==> config.mk <==
export PLATFORM = sky130hd
export DESIGN_NAME = alu_seq
export DESIGN_NICKNAME = d
export VERILOG_FILES = /design/src/rtl/alu_seq.sv
export SDC_FILE = /design/constraint.sdc
export NUM_CORES = 1
export LEC_CHECK = 0
export CORE_MARGIN = 3
export CORE_UTILIZATION = 30
export CTS_CLUSTER_SIZE = 16
export DETAILED_ROUTE_END_ITERATION = 6
export GPL_ROUTABILITY_DRIVEN = 0
export GPL_TIMING_DRIVEN = 0
export SYNTH_ARGS = -nofsm -noshare
export SYNTH_HDL_FRONTEND = slang
export SYNTH_SLANG_ARGS = --single-unit
export TNS_END_PERCENT = 100
==> constraint.sdc <==
create_clock -name clk -period 3.3 [get_ports clk]
set_input_delay 0.495 -clock clk [delete_from_list [all_inputs] [get_ports clk]]
set_output_delay 0.495 -clock clk [all_outputs]
set_load 0.02 [all_outputs]
==> src/rtl/alu_seq.sv <==
// Handshaked, registered ALU with an iterative shift-add unsigned multiplier.
// One operation is in flight at a time: IDLE accepts, MUL iterates, DONE holds the result.
module alu_seq #(
    parameter int WIDTH = 32
) (
    input  logic             clk,
    input  logic             rst_n,
    input  logic             in_valid,
    output logic             in_ready,
    input  logic [WIDTH-1:0] src1,
    input  logic [WIDTH-1:0] src2,
    input  logic [3:0]       ALU_control,
    input  logic [2:0]       bonus_control,
    output logic             out_valid,
    input  logic             out_ready,
    output logic [WIDTH-1:0] result,
    output logic             zero,
    output logic             cout,
    output logic             overflow
);
    localparam int CW = $clog2(WIDTH + 1);

    localparam logic [3:0] OP_AND  = 4'b0000;
    localparam logic [3:0] OP_OR   = 4'b0001;
    localparam logic [3:0] OP_ADD  = 4'b0010;
    localparam logic [3:0] OP_SUB  = 4'b0110;
    localparam logic [3:0] OP_SLT  = 4'b0111;
    localparam logic [3:0] OP_MULU = 4'b1000;
    localparam logic [3:0] OP_NOR  = 4'b1100;

    typedef enum logic [1:0] {IDLE, MUL, DONE} state_e;

    state_e             state_q, state_d;
    logic [WIDTH-1:0]   result_q, result_d;
    logic               cout_q, cout_d;
    logic               ovf_q, ovf_d;
    logic [2*WIDTH-1:0] acc_q, acc_d;
    logic [2*WIDTH-1:0] mcand_q, mcand_d;
    logic [WIDTH-1:0]   mplier_q, mplier_d;
    logic [CW-1:0]      count_q, count_d;

    // One adder serves ADD, SUB and SLT; subtraction is A + ~B + 1.
    logic             sub_sel;
    logic [WIDTH-1:0] b_eff;
    logic [WIDTH:0]   sum;
    logic             carry_msb_in;
    logic             add_ovf;
    logic             lt, eq, cmp;

    assign sub_sel      = (ALU_control == OP_SUB) || (ALU_control == OP_SLT);
    assign b_eff        = sub_sel ? ~src2 : src2;
    assign sum          = {1'b0, src1} + {1'b0, b_eff} + {{WIDTH{1'b0}}, sub_sel};
    assign carry_msb_in = sum[WIDTH-1] ^ src1[WIDTH-1] ^ b_eff[WIDTH-1];
    assign add_ovf      = carry_msb_in ^ sum[WIDTH];
    assign lt           = sum[WIDTH-1] ^ add_ovf;
    assign eq           = (sum[WIDTH-1:0] == '0);

    always_comb begin
        case (bonus_control)
            3'b001:  cmp = !lt && !eq;
            3'b010:  cmp = lt || eq;
            3'b011:  cmp = !lt;
            3'b100:  cmp = eq;
            3'b101:  cmp = !eq;
            default: cmp = lt;
        endcase
    end

    // NOTE: every next-state variable takes its hold value first, so no path leaves one unassigned and no latch is inferred.
    always_comb begin
        state_d  = state_q;
        result_d = result_q;
        cout_d   = cout_q;
        ovf_d    = ovf_q;
        acc_d    = acc_q;
        mcand_d  = mcand_q;
        mplier_d = mplier_q;
        count_d  = count_q;

        case (state_q)
            IDLE: begin
                if (in_valid) begin
                    cout_d  = 1'b0;
                    ovf_d   = 1'b0;
                    state_d = DONE;
                    case (ALU_control)
                        OP_AND:  result_d = src1 & src2;
                        OP_OR:   result_d = src1 | src2;
                        OP_NOR:  result_d = ~(src1 | src2);
                        OP_ADD, OP_SUB: begin
                            result_d = sum[WIDTH-1:0];
                            cout_d   = sum[WIDTH];
                            ovf_d    = add_ovf;
                        end
                        OP_SLT:  result_d = {{(WIDTH-1){1'b0}}, cmp};
                        OP_MULU: begin
                            acc_d    = '0;
                            mcand_d  = {{WIDTH{1'b0}}, src1};
                            mplier_d = src2;
                            count_d  = CW'(WIDTH);
                            state_d  = MUL;
                        end
                        default: result_d = '0;
                    endcase
                end
            end
            MUL: begin
                // Multiplicand is pre-shifted each step, equivalent to shifting by WIDTH - count.
                if (mplier_q[0]) acc_d = acc_q + mcand_q;
                mcand_d  = mcand_q << 1;
                mplier_d = mplier_q >> 1;
                count_d  = count_q - CW'(1);
                if (count_q == CW'(1)) begin
                    result_d = acc_d[WIDTH-1:0];
                    ovf_d    = |acc_d[2*WIDTH-1:WIDTH];
                    cout_d   = 1'b0;
                    state_d  = DONE;
                end
            end
            DONE: begin
                if (out_ready) state_d = IDLE;
            end
            default: state_d = IDLE;
        endcase
    end

    // NOTE: state registers use non-blocking assignments so every flop samples pre-edge values.
    always_ff @(posedge clk or negedge rst_n) begin
        if (!rst_n) begin
            state_q  <= IDLE;
            result_q <= '0;
            cout_q   <= 1'b0;
            ovf_q    <= 1'b0;
            acc_q    <= '0;
            mcand_q  <= '0;
            mplier_q <= '0;
            count_q  <= '0;
        end else begin
            state_q  <= state_d;
            result_q <= result_d;
            cout_q   <= cout_d;
            ovf_q    <= ovf_d;
            acc_q    <= acc_d;
            mcand_q  <= mcand_d;
            mplier_q <= mplier_d;
            count_q  <= count_d;
        end
    end

    assign in_ready  = (state_q == IDLE);
    assign out_valid = (state_q == DONE);
    assign result    = result_q;
    assign zero      = ~|result_q;
    assign cout      = cout_q;
    assign overflow  = ovf_q;

endmodule

### Routing congestion map

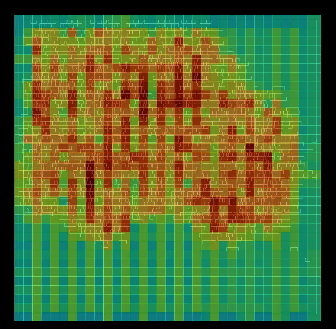
aggregate global-route resource usage: 0.2027
met1 capacity usage during global routing: 0.2740
utilization after layout: 0.3950
most heavily used metal layer in global routing: met2

### Placement by cell class

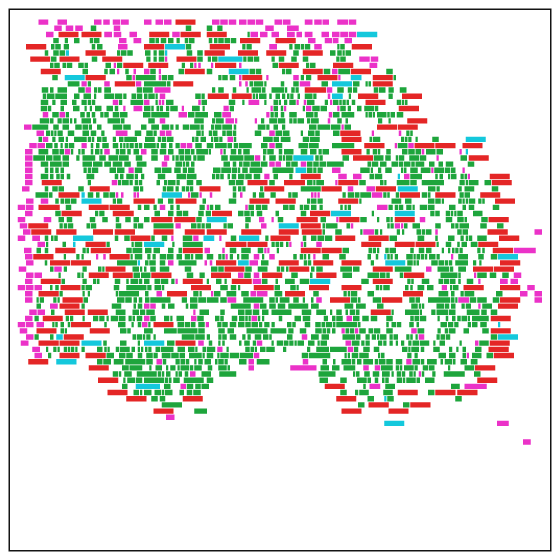
[combinational and other logic] green | cells: 1552
[other buffers and delay cells] magenta | cells: 312
[flops] red | cells: 202
[clock drivers and dummy loads] cyan | cells: 43
core region area: 52870 um^2
floorplan row count: 84

### Wire density map

Scale bar: 50 um. 24 x 24 tiles, from dark blue (low) to red (high), scaled to the fullest tile. Values are wire area over tile area, all layers added.
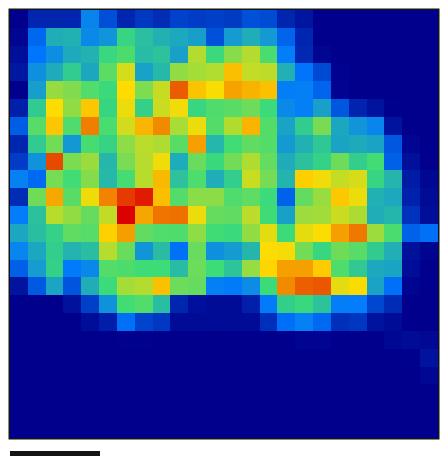
mean over tiles: 0.18
tiles over half the peak: 29%
nearly empty tiles: 35%
fullest tile: 0.62
detail-routed net length per standard cell: 21.75 um
drt total wl: 60840 um

==> path summary, 6_finish.rpt <==
kind | startpoint | to | slack, ps | cells after the start
worst max-delay path | ALU_control[3] | result[0] | -830 | 22
worst min-delay path | rst_n | mcand_q[42] | 450 | 2
worst max register to register | mcand_q[11] | overflow | -690 | 15
worst min register to register | acc_q[52] | acc_q[52] | 510 | 2
max in group asynchronous | rst_n | mcand_q[14] | 1690 | 4
min in group clk | src2[2] | mplier_q[2] | 450 | 3
==> routing by layer <==
metal	global-route usage	routed length [um]	vias to the layer above
met5	0	13	-
met4	0.08462	2705	2
met3	0.03976	4770	152
met2	0.3175	27320	753
met1	0.2740	26030	8159
li1	-	-	7535
==> cells by family (layout without fill, tap and decap cells) <==
logic type               count (synthesis)  count (layout)
AND-OR/OR-AND                          773             773
flip-flops                             202             202
XOR/XNOR                               123             123
adder cells (fa/ha/maj)                133             133
multiplexers                            39              39
buffers and inverters                  162             396
AND/OR/NAND/NOR                        443             443
==> per-stage QoR <==
stage / hold WS [ps] / worst slack (ps) / power, mW / setup TNS [ps] / util
2_1_floorplan: 199.4 / -599.3 / 9.227 / -2007 / -
3_3_place_gp: 488.5 / -7205 / 11.22 / -1490270 / 0.3444
3_5_place_dp: 440.6 / -2146 / 11.36 / -43150 / 0.3455
4_1_cts: 483.2 / -839.3 / 14.98 / -4360 / 0.3760
5_1_grt: 444.0 / -954.6 / 17.28 / -7718 / 0.3950
6_report: 448.0 / -834.4 / 16.28 / -5165 / 0.3950
==> what timing repair did <==
item,4_1_cts,5_1_grt
gates resized,126,170
endpoints found under the setup margin,46,37
pin swaps,65,71
endpoints found under the hold margin,55,0
gates cloned,0,0
buffers inserted,52,37
hold buffers,1,0
==> metrics.yaml <==
detailed_routing:
  first_pass_iters: 7
  initialDrtViolationCount: 1742
  detailroute.via_count: 16600
  drc_errors: 2
  final_antenna_net_count: 0
critical_path:
  worst-path-buf-inv: 6
  timing.critical_path.required_ps: 3770
  slowest_delay_ps: 330
  crit_path_cell_trace: "buf_8 -> nand3b_1 -> clkbuf_8 -> buf_12 -> xnor2_4 -> buf_4 -> ha_1 -> nand3b_1 -> o211ai_1 -> buf_4 -> a31oi_2 -> o21ai_0 -> a31oi_1 -> xnor2_1 -> nor4b_2 -> nand4_1 -> nor4bb_2 -> nand4_1 -> nor4_4 -> buf_4 -> a211oi_1 -> o21ai_1"
  path_delay_family: "simple AND/OR/NAND/NOR gates"
yosys:
  post_synth_num_cell_types: 91
  ys_top_cells_by_area: "sky130_fd_sc_hd__dfrtp_1, sky130_fd_sc_hd__ha_1, sky130_fd_sc_hd__o21ai_0"
  synth-edff-count: 0
  seq_total_area_yosys: 0.3133
  post-synth-top-count-cell: "sky130_fd_sc_hd__dfrtp_1"
  synth.cellmix.compoundShare: 0.3163
  ys_cells: 1875
  synth-warning-count: 0
  avgSynthCellArea_um2: 8.604
  fp_nets: 2052
  area_figure_in_the_yosys_stat_output_um2: 16130
  adder_share: 0.09927
  syn-instance-count: 1875
  simple_gate_share: 0.1325
  synth_flop_count: 202
  max_area_cell_share: 0.3133
pwr:
  power.switching_fraction: 0.4429
  cellLeakagePower_nw: 8.840
  power-top-group: "combinational cells"
  seq-power_mw: 3.74
  p_sw_mw: 7.208
  share_clk_of_total_power: 0.171
  worst_vdd_rail_ir_drop_mv: 0.3888
  clock_net_power_mw: 2.78
cells_and_area:
  n_sequential_cell: 202
  stdcell_area_um2: 20880
  logic_area_um2: 11490
  n_clock_buffer: 38
  most_instantiated_logic_cell_after_routing: "sky130_fd_sc_hd__dfrtp_1"
  n_all_inverters: 41
  layout.area.seq_um2: 5072
  fraction_of_final_layout_cells_with_drive_strength_greater_than_1: 0.1764
  seqAreaFraction: 0.2429
  sh_comb_area: 0.5505
  final_layout_top_logic_cells: "sky130_fd_sc_hd__dfrtp_1, sky130_fd_sc_hd__o21ai_0, sky130_fd_sc_hd__nand2_1, sky130_fd_sc_hd__a21oi_1, sky130_fd_sc_hd__a22oi_1"
  final-nonclk-buf-share: 0.1195
  number_of_nets_in_the_layout: 2270
flow_run:
  tool_warnings: 33
  cap_viol_max_count: 0
sta:
  finalSetupViolCount: 16
  period_minus_slack_ps: 4134
  worst_clock_skew_ps: 14.06
  final.period_utilization: 1.253
  rsz0062_at_grt: "true"
  worst_max_slew_margin_expressed_relative_to_the_limit: 0.1404
  postLayoutSetupSlackWorst_ps: -834.4
clocking:
  h_tree_lvl_count: 1
  clk_pin_slew_ps: 60
  clk_path_buf_depth: 3
  numClockSinks: 202
  cts_buffers: 25
  clock.latency.late_pin_ps: 550
floorplan:
  tap_cells: 688
  floorplan_die_width_um: 237.9
  fp_util: 0.3052
min_path:
  min-delay-path-class: "input pin to async pin"
outcome:
  run_status: "finished with violations"
  failed_checks: "design-rule violations, negative setup slack"
global_routing:
  grt_start_max_net_pins: 77
place:
  hpwlAfterDp_um: 45570
  placement.cell_area_um2: 18270
Power figures rest on the tool's default switching activity, not on a simulated workload.
